<file path="config.mk">
export PLATFORM = sky130hd
export DESIGN_NAME = request_unit_fsm_flat
export DESIGN_NICKNAME = d
export VERILOG_FILES = /design/src/rtl/request_unit_fsm_if.sv /design/src/rtl/request_unit_fsm.sv /design/src/flat_wrapper.sv
export SDC_FILE = /design/constraint.sdc
export NUM_CORES = 1
export LEC_CHECK = 0
export CAP_MARGIN = 15
export CORE_ASPECT_RATIO = 0.5
export CORE_MARGIN = 5
export CORE_UTILIZATION = 30
export CTS_BUF_LIST = sky130_fd_sc_hd__clkbuf_8 sky130_fd_sc_hd__clkbuf_16
export DETAILED_ROUTE_END_ITERATION = 8
export RECOVER_POWER = 25
export REMOVE_ABC_BUFFERS = 1
export SLEW_MARGIN = 5
export SYNTH_ARGS = -nofsm -noshare
export SYNTH_HDL_FRONTEND = slang
export SYNTH_SLANG_ARGS = --single-unit
</file>
<file path="constraint.sdc">
create_clock -name CLK -period 2.2 [get_ports CLK]
set_input_delay 0.44 -clock CLK [delete_from_list [all_inputs] [get_ports CLK]]
set_output_delay 0.44 -clock CLK [all_outputs]
set_load 0.05 [all_outputs]
</file>
<file path="src/rtl/request_unit_fsm_if.sv">
// Request-unit bus: datapath decode/hit inputs and memory-control enables.
// The master modport is the request unit; the slave modport is the datapath/memory side.
interface request_unit_fsm_if #(
  parameter int CNT_W = 32
);
  logic             iMemRe;
  logic             dMemRe;
  logic             dMemWr;
  logic             halt;
  logic             ihit;
  logic             dhit;
  logic             imemREN;
  logic             dmemREN;
  logic             dmemWEN;
  logic             pcEn;
  logic             halted;
  logic             timeout_err;
  logic [CNT_W-1:0] icount;
  logic [CNT_W-1:0] dcount;

  modport master (
    input  iMemRe, dMemRe, dMemWr, halt, ihit, dhit,
    output imemREN, dmemREN, dmemWEN, pcEn, halted, timeout_err, icount, dcount
  );

  modport slave (
    output iMemRe, dMemRe, dMemWr, halt, ihit, dhit,
    input  imemREN, dmemREN, dmemWEN, pcEn, halted, timeout_err, icount, dcount
  );
endinterface

</file>
<file path="src/rtl/request_unit_fsm.sv">
// Request unit FSM: sequences fetch and data requests, halt, and saturating access counters.
// Define REQUEST_UNIT_TIMEOUT_EN to add the miss-cycle wait counter and the sticky ERR state.
module request_unit_fsm #(
  parameter int TIMEOUT = 256,
  parameter int CNT_W   = 32
) (
  input  logic                CLK,
  input  logic                nRST,
  request_unit_fsm_if.master  bus
);

  typedef enum logic [2:0] {
    IDLE,
    FETCH,
    DATA,
`ifdef REQUEST_UNIT_TIMEOUT_EN
    ERR,
`endif
    HALT
  } state_t;

  localparam logic [CNT_W-1:0] CNT_MAX = {CNT_W{1'b1}};

  state_t           state;
  logic             opWrite;
  logic [CNT_W-1:0] icountQ;
  logic [CNT_W-1:0] dcountQ;

`ifdef REQUEST_UNIT_TIMEOUT_EN
  localparam int                WAIT_W    = $clog2(TIMEOUT);
  localparam logic [WAIT_W-1:0] WAIT_LAST = WAIT_W'(TIMEOUT - 1);
  logic [WAIT_W-1:0] waitCnt;
`endif

  function automatic logic [CNT_W-1:0] satInc(input logic [CNT_W-1:0] v);
    return (v == CNT_MAX) ? v : v + 1'b1;
  endfunction

  always_ff @(posedge CLK or negedge nRST) begin
    if (!nRST) begin
      state   <= IDLE;
      opWrite <= 1'b0;
      icountQ <= '0;
      dcountQ <= '0;
`ifdef REQUEST_UNIT_TIMEOUT_EN
      waitCnt <= '0;
`endif
    end else begin
`ifdef REQUEST_UNIT_TIMEOUT_EN
      // Only consecutive miss cycles keep the count alive; everything else clears it.
      waitCnt <= '0;
`endif
      case (state)
        IDLE: state <= FETCH;
        FETCH: begin
          if (bus.ihit) begin
            icountQ <= satInc(icountQ);
            if (bus.halt) begin
              state <= HALT;
            end else if (bus.dMemWr) begin
              state   <= DATA;
              opWrite <= 1'b1;
            end else if (bus.dMemRe) begin
              state   <= DATA;
              opWrite <= 1'b0;
            end
          end
`ifdef REQUEST_UNIT_TIMEOUT_EN
          else if (bus.iMemRe) begin
            if (waitCnt == WAIT_LAST) state <= ERR;
            else                      waitCnt <= waitCnt + 1'b1;
          end
`endif
        end
        DATA: begin
          if (bus.dhit) begin
            dcountQ <= satInc(dcountQ);
            state   <= FETCH;
          end
`ifdef REQUEST_UNIT_TIMEOUT_EN
          else if (waitCnt == WAIT_LAST) state <= ERR;
          else                           waitCnt <= waitCnt + 1'b1;
`endif
        end
        default: state <= state;
      endcase
    end
  end

  // Enables follow the registered state; pcEn tracks the hit in the same cycle.
  assign bus.imemREN = (state == FETCH) & bus.iMemRe;
  assign bus.dmemREN = (state == DATA) & ~opWrite;
  assign bus.dmemWEN = (state == DATA) & opWrite;
  assign bus.pcEn    = ((state == FETCH) & bus.ihit & ~bus.halt & ~bus.dMemWr & ~bus.dMemRe)
                     | ((state == DATA) & bus.dhit);
  assign bus.halted  = (state == HALT);
`ifdef REQUEST_UNIT_TIMEOUT_EN
  assign bus.timeout_err = (state == ERR);
`else
  assign bus.timeout_err = 1'b0;
`endif
  assign bus.icount = icountQ;
  assign bus.dcount = dcountQ;

endmodule

</file>
<file path="src/flat_wrapper.sv">
// flat-port wrapper written by rule: the top's interface ports become plain ports
module request_unit_fsm_flat 
#(
  parameter int TIMEOUT = 256,
  parameter int CNT_W   = 32
)
  (CLK, nRST, bus_iMemRe, bus_dMemRe, bus_dMemWr, bus_halt, bus_ihit, bus_dhit, bus_imemREN, bus_dmemREN, bus_dmemWEN, bus_pcEn, bus_halted, bus_timeout_err, bus_icount, bus_dcount);
  request_unit_fsm_if #(.CNT_W(CNT_W)) bus_i ();
  input  logic CLK;
  input  logic nRST;
  input wire logic [$bits(bus_i.iMemRe)-1:0] bus_iMemRe;
  input wire logic [$bits(bus_i.dMemRe)-1:0] bus_dMemRe;
  input wire logic [$bits(bus_i.dMemWr)-1:0] bus_dMemWr;
  input wire logic [$bits(bus_i.halt)-1:0] bus_halt;
  input wire logic [$bits(bus_i.ihit)-1:0] bus_ihit;
  input wire logic [$bits(bus_i.dhit)-1:0] bus_dhit;
  output wire logic [$bits(bus_i.imemREN)-1:0] bus_imemREN;
  output wire logic [$bits(bus_i.dmemREN)-1:0] bus_dmemREN;
  output wire logic [$bits(bus_i.dmemWEN)-1:0] bus_dmemWEN;
  output wire logic [$bits(bus_i.pcEn)-1:0] bus_pcEn;
  output wire logic [$bits(bus_i.halted)-1:0] bus_halted;
  output wire logic [$bits(bus_i.timeout_err)-1:0] bus_timeout_err;
  output wire logic [$bits(bus_i.icount)-1:0] bus_icount;
  output wire logic [$bits(bus_i.dcount)-1:0] bus_dcount;
  assign bus_i.iMemRe = bus_iMemRe;
  assign bus_i.dMemRe = bus_dMemRe;
  assign bus_i.dMemWr = bus_dMemWr;
  assign bus_i.halt = bus_halt;
  assign bus_i.ihit = bus_ihit;
  assign bus_i.dhit = bus_dhit;
  assign bus_imemREN = bus_i.imemREN;
  assign bus_dmemREN = bus_i.dmemREN;
  assign bus_dmemWEN = bus_i.dmemWEN;
  assign bus_pcEn = bus_i.pcEn;
  assign bus_halted = bus_i.halted;
  assign bus_timeout_err = bus_i.timeout_err;
  assign bus_icount = bus_i.icount;
  assign bus_dcount = bus_i.dcount;
  request_unit_fsm #(.TIMEOUT(TIMEOUT), .CNT_W(CNT_W)) u_core (.CLK(CLK), .nRST(nRST), .bus(bus_i));
endmodule
</file>
sizing.png
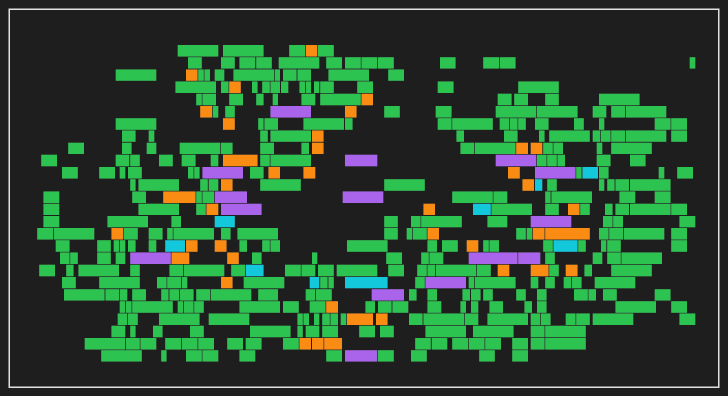
orange -> x3 and x4  # cells 40, share 9.6%
green -> x1 and smaller  # cells 354, share 85%
cyan -> x2  # cells 9, share 2.2%
purple -> x6 and larger  # cells 15, share 3.6%

route_heat.png
Scale bar: 50 um. 32 x 17 tiles, from dark blue (low) to red (high), scaled to the fullest tile. Values are wire area over tile area, all layers added.
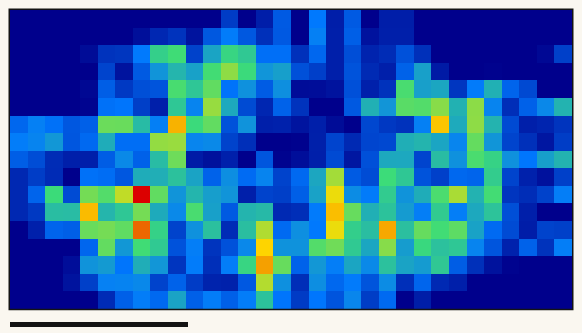
fullest tile = 0.44
emptiest ninth of the die = upper left
mean over tiles = 0.094
nearly empty tiles = 22%
tiles over half the peak = 10%

==> results.md <==
| Item | Value |
|---|---|
| Number of clock buffers inserted by TritonCTS | 9 |
| Main power group | the clock network |
| Power attributed to sequential cells | 1.31 mW |
| Depth of the worst register-to-register path | 6 |
| Combinational share of cell area | 0.329 |
| Total power | 3.09 mW |
| Leading cell type by number of instances after synthesis | dfrtp_1 |
| Pwr per Cell Area | 651 mW/mm^2 |
| Hold WS | 415 ps |
| Sum of routed wire length over all layers | 8.06 mm |
| Post-synthesis cell count from yosys | 304 |
| Top Family by Delay on Critical Path | buffers and inverters |
| # fillers | 981 |
| Synth top area cells | dfrtp_1 51%, xnor2_1 12%, nand4_1 5.9% |
| Maximum number of pins on one net before global-route repair | 35 |
| Post-layout minimum cycle time | 2180 ps |
| Final non-clock buffer share | 0.211 |
| Buffers excl. clock | 104 |
| Vias post-DR | 2,667 |
| Number of distinct library cells after synthesis | 41 |
| Final Util | 0.454 |
| Max-slew violation count | 0 |
| Number of antenna violations at the first check in global routing | 0 |
| Placed Instances | 541 |
| Met3 track demand over resource in global routing | 0.0394 |
| Ys Warns | 0 |
| TritonCTS clock tree | yes |
| Number of multi-input logic gates | 225 |
| Slowest library cell on the worst path | or4_4 |
| Clock root buffer master | clkbuf_16 |
| Non-clock inverter total of the final layout | 6 |
| Kind of launch point of the worst setup path | input port |
| Post-route insts no fill | 558 |
| Stage-log warning count | 25 |
| Met1 Wirelength | 3.99 mm |
| Count of hold buffers inserted by post-cts repair | 0 |
| Sink count of the clock tree | 67 |
| Endpoint kind of the worst setup timing path | primary output |
| Largest contributor to cell area by class | sequential cells |
| Number of violations of the max-capacitance limit | 0 |
| Proportion of layout cells with a drive suffix above 1 | 0.153 |
| Part of the total power dissipated in the clock network | 0.474 |
| Portion of the post-synthesis area used by sequential elements | 0.512 |
| Resized Gates After CTS | 3 |
| DP HPWL | 5.96 mm |
| Floorplan Utilization | 0.313 |
| GRT Max-Usage Layer | met2 |
| Number of endpoints failing setup at the final stage | 0 |
| Number of levels the H-tree was split into | 3 |
| Number of enable flip-flop cells | 0 |
| Tapcells | 140 |
| Result of the run | completed |
| Pre-CTS WS | -69.9 ps |
| Final std cell area, no fill | 0.00474 sq mm |
| R2R Path End | u_core.bus.dcount[31]$_DFFE_PN0P_ |
| Series of cell instances along the critical path | clkdlybuf4s50_1 > or4_4 > o21ai_4 > buf_12 |
| Weighted congestion at the end of routability-driven global placement | 0.790 |
| Commonest Layout Cell | clkdlybuf4s50_1 |
| Design internal power | 2.29 mW |
| Area grow syn2layout | 44.9% |
| Largest family of logic cells by area | simple AND/OR/NAND/NOR gates |
| Metal2 WL | 3.70 mm |
| Met1 capacity usage during global routing | 0.172 |
| Gate count of the mapped netlist | 304 |
| Most instantiated logic cells after routing | 70 x clkdlybuf4s50_1, 66 x dfrtp_1, 45 x xnor2_1, 31 x nand4_1, 29 x buf_4 |
| Sw frac | 0.260 |
| Standard cell area after detailed placement | 0.00442 sq mm |
| Post-Synthesis Cell Area | 0.00327 sq mm |
| Buffer and inverter count on the worst path | 2 |
| Part of the power in combinational logic | 0.101 |
| Total stage count of the critical path | 4 |
| Critical path's largest stage delay | 550 ps |
| Post-route DRC violation count | 0 |
| Number of hold-slack violations in the final timing report | 0 |
| Drt initial violations | 134 |
| Seq area share | 0.354 |
| Leftover overflow at the end of global routing | 0 |
| Number of standard-cell rows in the floorplan | 26 |
| Simple-gate share of the synthesized area | 0.252 |
| Tally of buffers added on design ports | 76 |
| Number of ports placed on the die boundary | 78 |
| Max Fclk | 458 MHz |
| Setup Crit Path Kind | in -> out |
| Number of nets with antenna violations after routing | 0 |
| Global routing usage summed across all routing layers | 0.127 |
| Leading area contributor after synthesis | dfrtp_1 |
| Chip area estimate from yosys synthesis | 0.00327 sq mm |
| WP data arrival | 1740 ps |
| Static power due to leakage | 2.01 nW |
| Share of flip-flops with an asynchronous set or reset after synthesis | 1.00 |
| Switching power summed over all nets | 0.803 mW |
| Number of iterations in the first detailed-routing pass | 4 |
| Type of the worst min-delay path | in -> async |
| Timing startpoint of the critical path | bus_halt |
| Post-synthesis area per instance | 10.8 sq um |
| Worst slew margin | 0.0739 |
| Comb group | 0.313 mW |
| Setup tns final | 0 ps |
| Slew at the pin closest to its max-slew limit | 1390 ps |
| Setup skew after layout | 8.83 ps |
| Insertion delay of the later-clocked pin in the worst-skew pair | 330 ps |
| Area of the core | 0.0104 sq mm |
| Number of diodes | 0 |
| DR WL/cell | 14.4 um |
| Setup repair after global routing missed its margin | false |
| Die Y | 83.9 um |
| Width of the die | 158 um |
| Clk tree area frac | 0.0641 |
| Number of global-route vias before repair | 2,649 |
| Timing endpoint of the critical path | bus_pcEn |
| Met3 layer wire length in the routed design | 324 um |
| Synth mux share | 0.00688 |
| Synthesized-area fraction occupied by adder cells | 0.00765 |
| Synth top area share | 0.512 |
| Combinational cell area excluding buffers and inverters | 0.00156 sq mm |
Power and IR drop assume default switching activity.
